File: config.mk
export PLATFORM = sky130hd
export DESIGN_NAME = alu_seq
export DESIGN_NICKNAME = d
export VERILOG_FILES = /design/src/rtl/alu_seq.sv
export SDC_FILE = /design/constraint.sdc
export NUM_CORES = 1
export LEC_CHECK = 0
export CORE_MARGIN = 2
export CORE_UTILIZATION = 57
export CTS_BUF_LIST = sky130_fd_sc_hd__clkbuf_8
export CTS_CLUSTER_DIAMETER = 120
export DETAILED_ROUTE_END_ITERATION = 8
export GPL_ROUTABILITY_DRIVEN = 0
export GPL_TIMING_DRIVEN = 0
export PLACE_DENSITY = 0.83
export SYNTH_ARGS = -nofsm -noshare
export SYNTH_HDL_FRONTEND = slang
export SYNTH_SLANG_ARGS = --single-unit
File: constraint.sdc
create_clock -name clk -period 2.4 [get_ports clk]
set_input_delay 0.48 -clock clk [delete_from_list [all_inputs] [get_ports clk]]
set_output_delay 0.48 -clock clk [all_outputs]
set_load 0.02 [all_outputs]
File: src/rtl/alu_seq.sv
// alu_seq: handshaked ALU with single-cycle ops, bit-serial shifts and an
// optional shift-add multiplier (compiled in by defining ALU_SEQ_MUL_EN).
`default_nettype none

module alu_seq #(
    parameter int WIDTH = 8,
    parameter int SHW   = $clog2(WIDTH)
) (
    input  logic             clk,
    input  logic             rst_n,
    input  logic             in_valid,
    output logic             in_ready,
    input  logic [WIDTH-1:0] a,
    input  logic [WIDTH-1:0] b,
    input  logic [3:0]       opcode,
    output logic             out_valid,
    input  logic             out_ready,
    output logic [WIDTH-1:0] result,
    output logic             zero,
    output logic             carry,
    output logic             neg,
    output logic             ovf
);

    localparam logic [3:0] c_OP_ADD  = 4'b0000;
    localparam logic [3:0] c_OP_SUB  = 4'b0001;
    localparam logic [3:0] c_OP_AND  = 4'b0010;
    localparam logic [3:0] c_OP_OR   = 4'b0011;
    localparam logic [3:0] c_OP_SLT  = 4'b0100;
    localparam logic [3:0] c_OP_BEQ  = 4'b0101;
    localparam logic [3:0] c_OP_BNE  = 4'b0110;
    localparam logic [3:0] c_OP_XOR  = 4'b0111;
    localparam logic [3:0] c_OP_SLTU = 4'b1000;
    localparam logic [3:0] c_OP_SLL  = 4'b1001;
    localparam logic [3:0] c_OP_SRL  = 4'b1010;
    localparam logic [3:0] c_OP_SRA  = 4'b1011;
    localparam logic [SHW:0] c_CNT_ONE = {{SHW{1'b0}}, 1'b1};
`ifdef ALU_SEQ_MUL_EN
    localparam logic [3:0]   c_OP_MUL   = 4'b1100;
    localparam logic [SHW:0] c_MUL_LAST = (SHW+1)'(WIDTH - 1);
`endif

    typedef enum logic [1:0] {
        S_IDLE  = 2'd0,
        S_SHIFT = 2'd1,
`ifdef ALU_SEQ_MUL_EN
        S_MUL   = 2'd2,
`endif
        S_DONE  = 2'd3
    } state_t;

    state_t           r_state;
    state_t           w_state_nxt;
    logic [3:0]       r_op;
    logic [WIDTH-1:0] r_res;
    logic             r_zero, r_carry, r_neg, r_ovf;
    logic [SHW:0]     r_cnt;

    logic             w_accept;
    logic [SHW-1:0]   w_shamt;
    logic             w_is_shift;
    logic [WIDTH:0]   w_sum, w_dif;
    logic [WIDTH-1:0] w_alu_res, w_sh_next;
    logic             w_alu_c, w_alu_v, w_alu_z, w_use_cmp, w_cmp_z;

`ifdef ALU_SEQ_MUL_EN
    logic [2*WIDTH-1:0] r_mc, r_prod, w_prod_nxt;
    logic [WIDTH-1:0]   r_mp;
    assign w_prod_nxt = r_prod + (r_mp[0] ? r_mc : '0);
`endif

    assign in_ready   = rst_n && (r_state == S_IDLE);
    assign out_valid  = (r_state == S_DONE);
    assign w_accept   = in_valid && in_ready;
    assign w_shamt    = b[SHW-1:0];
    assign w_is_shift = (opcode == c_OP_SLL) || (opcode == c_OP_SRL) || (opcode == c_OP_SRA);
    assign result     = r_res;
    assign zero       = r_zero;
    assign carry      = r_carry;
    assign neg        = r_neg;
    assign ovf        = r_ovf;

    // Single-cycle ALU; shift ops pass a through so shamt=0 completes directly.
    always_comb begin
        w_sum     = {1'b0, a} + {1'b0, b};
        w_dif     = {1'b0, a} - {1'b0, b};
        w_alu_res = '0;
        w_alu_c   = 1'b0;
        w_alu_v   = 1'b0;
        w_use_cmp = 1'b0;
        w_cmp_z   = 1'b0;
        case (opcode)
            c_OP_ADD: begin
                w_alu_res = w_sum[WIDTH-1:0];
                w_alu_c   = w_sum[WIDTH];
                w_alu_v   = (a[WIDTH-1] == b[WIDTH-1]) && (w_sum[WIDTH-1] != a[WIDTH-1]);
            end
            c_OP_SUB: begin
                w_alu_res = w_dif[WIDTH-1:0];
                w_alu_c   = w_dif[WIDTH];
                w_alu_v   = (a[WIDTH-1] != b[WIDTH-1]) && (w_dif[WIDTH-1] != a[WIDTH-1]);
            end
            c_OP_AND:  w_alu_res = a & b;
            c_OP_OR:   w_alu_res = a | b;
            c_OP_XOR:  w_alu_res = a ^ b;
            c_OP_SLT:  w_alu_res = {{(WIDTH-1){1'b0}}, ($signed(a) < $signed(b))};
            c_OP_SLTU: w_alu_res = {{(WIDTH-1){1'b0}}, (a < b)};
            c_OP_BEQ: begin
                w_use_cmp = 1'b1;
                w_cmp_z   = (a == b);
            end
            c_OP_BNE: begin
                w_use_cmp = 1'b1;
                w_cmp_z   = (a != b);
            end
            c_OP_SLL, c_OP_SRL, c_OP_SRA: w_alu_res = a;
            default:   w_alu_res = '0;
        endcase
        w_alu_z = w_use_cmp ? w_cmp_z : (w_alu_res == '0);
    end

    always_comb begin
        case (r_op)
            c_OP_SLL: w_sh_next = {r_res[WIDTH-2:0], 1'b0};
            c_OP_SRL: w_sh_next = {1'b0, r_res[WIDTH-1:1]};
            default:  w_sh_next = {r_res[WIDTH-1], r_res[WIDTH-1:1]};
        endcase
    end

    always_ff @(posedge clk or negedge rst_n) begin
        if (!rst_n) r_state <= S_IDLE;
        else        r_state <= w_state_nxt;
    end

    always_comb begin
        w_state_nxt = r_state;
        case (r_state)
            S_IDLE: begin
                if (w_accept) begin
                    if (w_is_shift && (w_shamt != '0)) w_state_nxt = S_SHIFT;
`ifdef ALU_SEQ_MUL_EN
                    else if (opcode == c_OP_MUL)      w_state_nxt = S_MUL;
`endif
                    else                              w_state_nxt = S_DONE;
                end
            end
            S_SHIFT: if (r_cnt == c_CNT_ONE) w_state_nxt = S_DONE;
`ifdef ALU_SEQ_MUL_EN
            S_MUL:   if (r_cnt == c_MUL_LAST) w_state_nxt = S_DONE;
`endif
            S_DONE:  if (out_ready) w_state_nxt = S_IDLE;
            default: w_state_nxt = S_IDLE;
        endcase
    end

    always_ff @(posedge clk or negedge rst_n) begin
        if (!rst_n) begin
            r_op    <= '0;
            r_res   <= '0;
            r_zero  <= 1'b0;
            r_carry <= 1'b0;
            r_neg   <= 1'b0;
            r_ovf   <= 1'b0;
            r_cnt   <= '0;
`ifdef ALU_SEQ_MUL_EN
            r_mc    <= '0;
            r_mp    <= '0;
            r_prod  <= '0;
`endif
        end else begin
            case (r_state)
                S_IDLE: begin
                    if (w_accept) begin
                        r_op    <= opcode;
                        r_res   <= w_alu_res;
                        r_zero  <= w_alu_z;
                        r_carry <= w_alu_c;
                        r_neg   <= w_alu_res[WIDTH-1];
                        r_ovf   <= w_alu_v;
                        r_cnt   <= {1'b0, w_shamt};
`ifdef ALU_SEQ_MUL_EN
                        r_mc    <= {{WIDTH{1'b0}}, a};
                        r_mp    <= b;
                        r_prod  <= '0;
                        if (opcode == c_OP_MUL) r_cnt <= '0;
`endif
                    end
                end
                S_SHIFT: begin
                    r_res  <= w_sh_next;
                    r_zero <= (w_sh_next == '0);
                    r_neg  <= w_sh_next[WIDTH-1];
                    r_cnt  <= r_cnt - c_CNT_ONE;
                end
`ifdef ALU_SEQ_MUL_EN
                // One partial product per cycle; flags track the running product.
                S_MUL: begin
                    r_prod  <= w_prod_nxt;
                    r_mc    <= {r_mc[2*WIDTH-2:0], 1'b0};
                    r_mp    <= {1'b0, r_mp[WIDTH-1:1]};
                    r_cnt   <= r_cnt + c_CNT_ONE;
                    r_res   <= w_prod_nxt[WIDTH-1:0];
                    r_zero  <= (w_prod_nxt[WIDTH-1:0] == '0);
                    r_neg   <= w_prod_nxt[WIDTH-1];
                    r_carry <= |w_prod_nxt[2*WIDTH-1:WIDTH];
                    r_ovf   <= |w_prod_nxt[2*WIDTH-1:WIDTH];
                end
`endif
                default: ;
            endcase
        end
    end

endmodule

`default_nettype wire
Fig. 1: routed metal per tile
Drawn at 6 px/um. The die is cut into 14 by 14 equal tiles; black is low, pale yellow is high, scaled to the fullest tile. Values are wire area over tile area, all layers added.
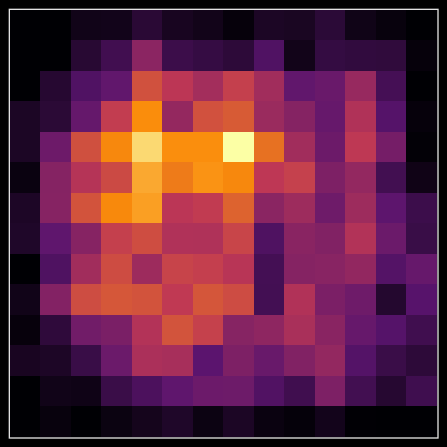
The fullest tile reaches 0.87. 20% of the tiles are over half the peak. 10% of the tiles are nearly empty. The mean over all tiles is 0.26.
via count: 2809
drt wl/cell: 18.4 um

Fig. 2: the metal 3 layer
Drawn at 6 px/um.
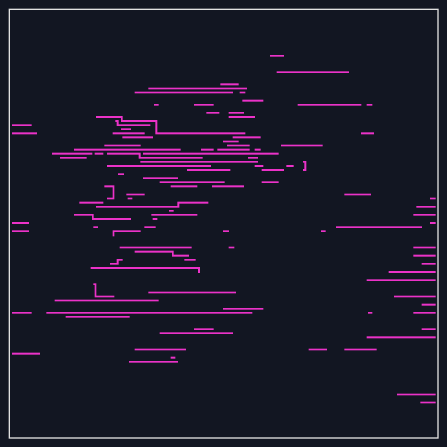
The layer holds 8.2% of the routed length. The wires run mostly horizontal. The layer carries 634 um of wire. 81 nets have wire on it. The longest straight run is 34.0 um.
drt total wl: 7750 um
global routing usage on met3: 0.0394

==> summary.txt <==
run results: mean post-synth cell area=~7.9 um^2, Top FF cell, synth=dfrtp_1, max FFs per register=8, fin worst setup slack=-0.0357 ns, Routed Antenna Nets=0, VDD IR max=0.000287 V, RR Endpoint=zero, met1 usage=0.379, CP top delay family=AND-OR/OR-AND gates, Synth Seq Share=0.204, CTS tree=yes, Synth mux share=0.0389, critical path, cell by cell=buf_6 -> ha_4 -> inv_1 -> fa_2 -> or2_1 -> a31oi_1 -> o22ai_1 -> o2bb2a_4 -> o2111ai_2 -> or4b_1 -> o21ai_1, die width=about 71 um, cell count of the worst reg-to-reg path=8, Flop area=526 um^2, post_cts resized=73, Post-CTS Setup Inserts=3, slowest CP cell=or4b_1, Synth top cell by count=nand2_1, Int Pwr=roughly 1.2 mW, distinct cell type count after synthesis=63, Antenna diodes=0, number of max-cap violations=0, final setup fails=1, clk_lat worst skew=0.26 ns, M1 WL=3030 um, met2 usage=0.513, # fillers=slightly above 300, switching portion of total power=0.449, Core ar.=approximately 4400 um^2, Critical Path Sink=zero, Root Buffer=clkbuf_8, area leader, netlist=dfrtp_1, highest clock rate=approximately 0.4 GHz, CP Launch Point=b[0], Clock power frac=0.106, dpl ws=-0.905 ns, CP bufs+invs=2, Floorplan Utilization=0.591, Multi-input gate area=2070 um^2, post-DP HPWL=5510 um, worst r2r src=r_op[2], critical path peak fanout=5, largest net degree at the start of global routing=23, metal2 WL=3720 um, Post-Synthesis Cells=326, Worst path depth=11, hold buffers post-CTS=0, highest routing layer actually used=met4, most frequent logic cell in the layout=nand2_1, vias in the first global route=around 2700, first-pass GRT wire length=around 12000 um, final hold vios=0, Top cell area share=0.204, Critical Path Sink Type=flop, Logic power comb=around 1.3 mW, Post-synth ARST share=1.00, metal3 WL=around 630 um, Inverters=27, initial antenna violation count=0, status=finished with violations, clk cell area share=0.0139, Clock Tree Buf Depth=2, OpenROAD warning count=roughly 49, die area=between 5000 and 6000 um^2, Mapped Area=2570 um^2, Reg clk slew, reported paths=0.08 ns, YS chip area=between 2000 and 3000 um^2, CP peak stage delay=0.48 ns, Final Instance Count excl. Fillers=421, nonclk buf count=about 58, crit path DAT=2.63 ns, proportion of layout cells with a drive suffix above 1=0.209, fraction of area in multi-input gates=0.621, num rows=24, GRT Total Usage=0.303, Basic Gates by Area=0.246, Hold Crit Class=input port to async pin, final period utilization=1.01, H-Tree Depth=1, r2r setup slk=0.21 ns, Post-Synth Adder-Cell Area=0.156, tap cells=52, Synth area leaders=dfrtp_1 (20%), ha_1 (14%), nand2_1 (5.4%), P_leak=1.40 nW, buffering overhead=0.156, Final Net Count=around 430, most frequent cells in the layout=nand2_1 (37), ha_1 (21), dfrtp_1 (21), inv_1 (20), clkdlybuf4s50_1 (20), Ys Warns=0, top cell category=multi-input combinational cells, gr ovfl total=0, starting DRC count in detailed routing=289, Worst Max-Slew Pin Slew=0.665 ns, Worst Hold Slack=0.124 ns, Power Total=2.19 mW, vias per cell=between 6 and 7, grt peak-use layer=met2, CP Data Required Time=around 2.6 ns, count of library flops with an enable pin=0, CTS sink cnt=21, XOR/XNOR Area Share=0, sequential power share=0.309, Max-slew headroom=0.556, PD cells=656 nW/um^2, dpl cells=roughly 410, comb area leader=AND-OR/OR-AND gates, Multi-In Gates=259, port buffer count=36, placed cell areas=3010 um^2, failing checks=negative setup slack, Worst setup SP type=input port, Post-synth regs=21, DRC=0, setup_tns=-0.0357 ns, seq pwr=0.676 mW, RSZ-0062 raised after global routing=true, Pre-Repair DR Iteration Count=5, I/O Pins=38, Logic pwr share=0.584, die height=71.2 um, Pins Over Slew Limit=0, fin crit period=between 2 and 2.5 ns, Util after Layout=0.766, Synth top cells by count=nand2_1 (37), ha_1 (29), inv_1 (27), switching pwr=0.982 mW, Yosys Instances=326, WS Path Type=input port to flop, fraction of area in registers=0.158, syn nets=381
Fig. 3: sizing map
Drawn at 6 px/um.
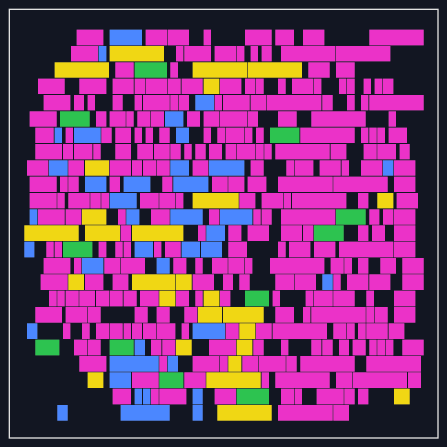
x1 and smaller: marked magenta, cells 292, share 79%, most used nand2_1. x2: marked blue, cells 39, share 11%. x6 and larger: marked green, cells 11, share 3.0%, most used clkbuf_8. x3 and x4: marked yellow, cells 27, share 7.3%.
fin worst setup slack: -0.0357 ns
post-route cell area: 3340 um^2
layout overhead on the synthesized area: 29.5%

Fig. 4: clock nets
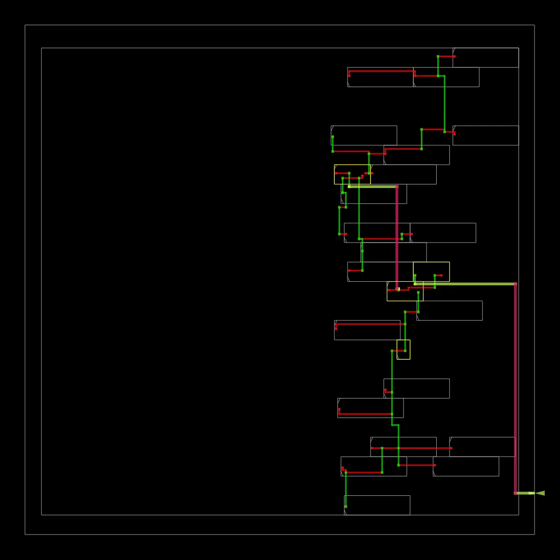
skew final: 0.00376 ns
clk pwr: 0.233 mW
clock buffers: 3
flop count: 21

Power and IR drop assume default switching activity.
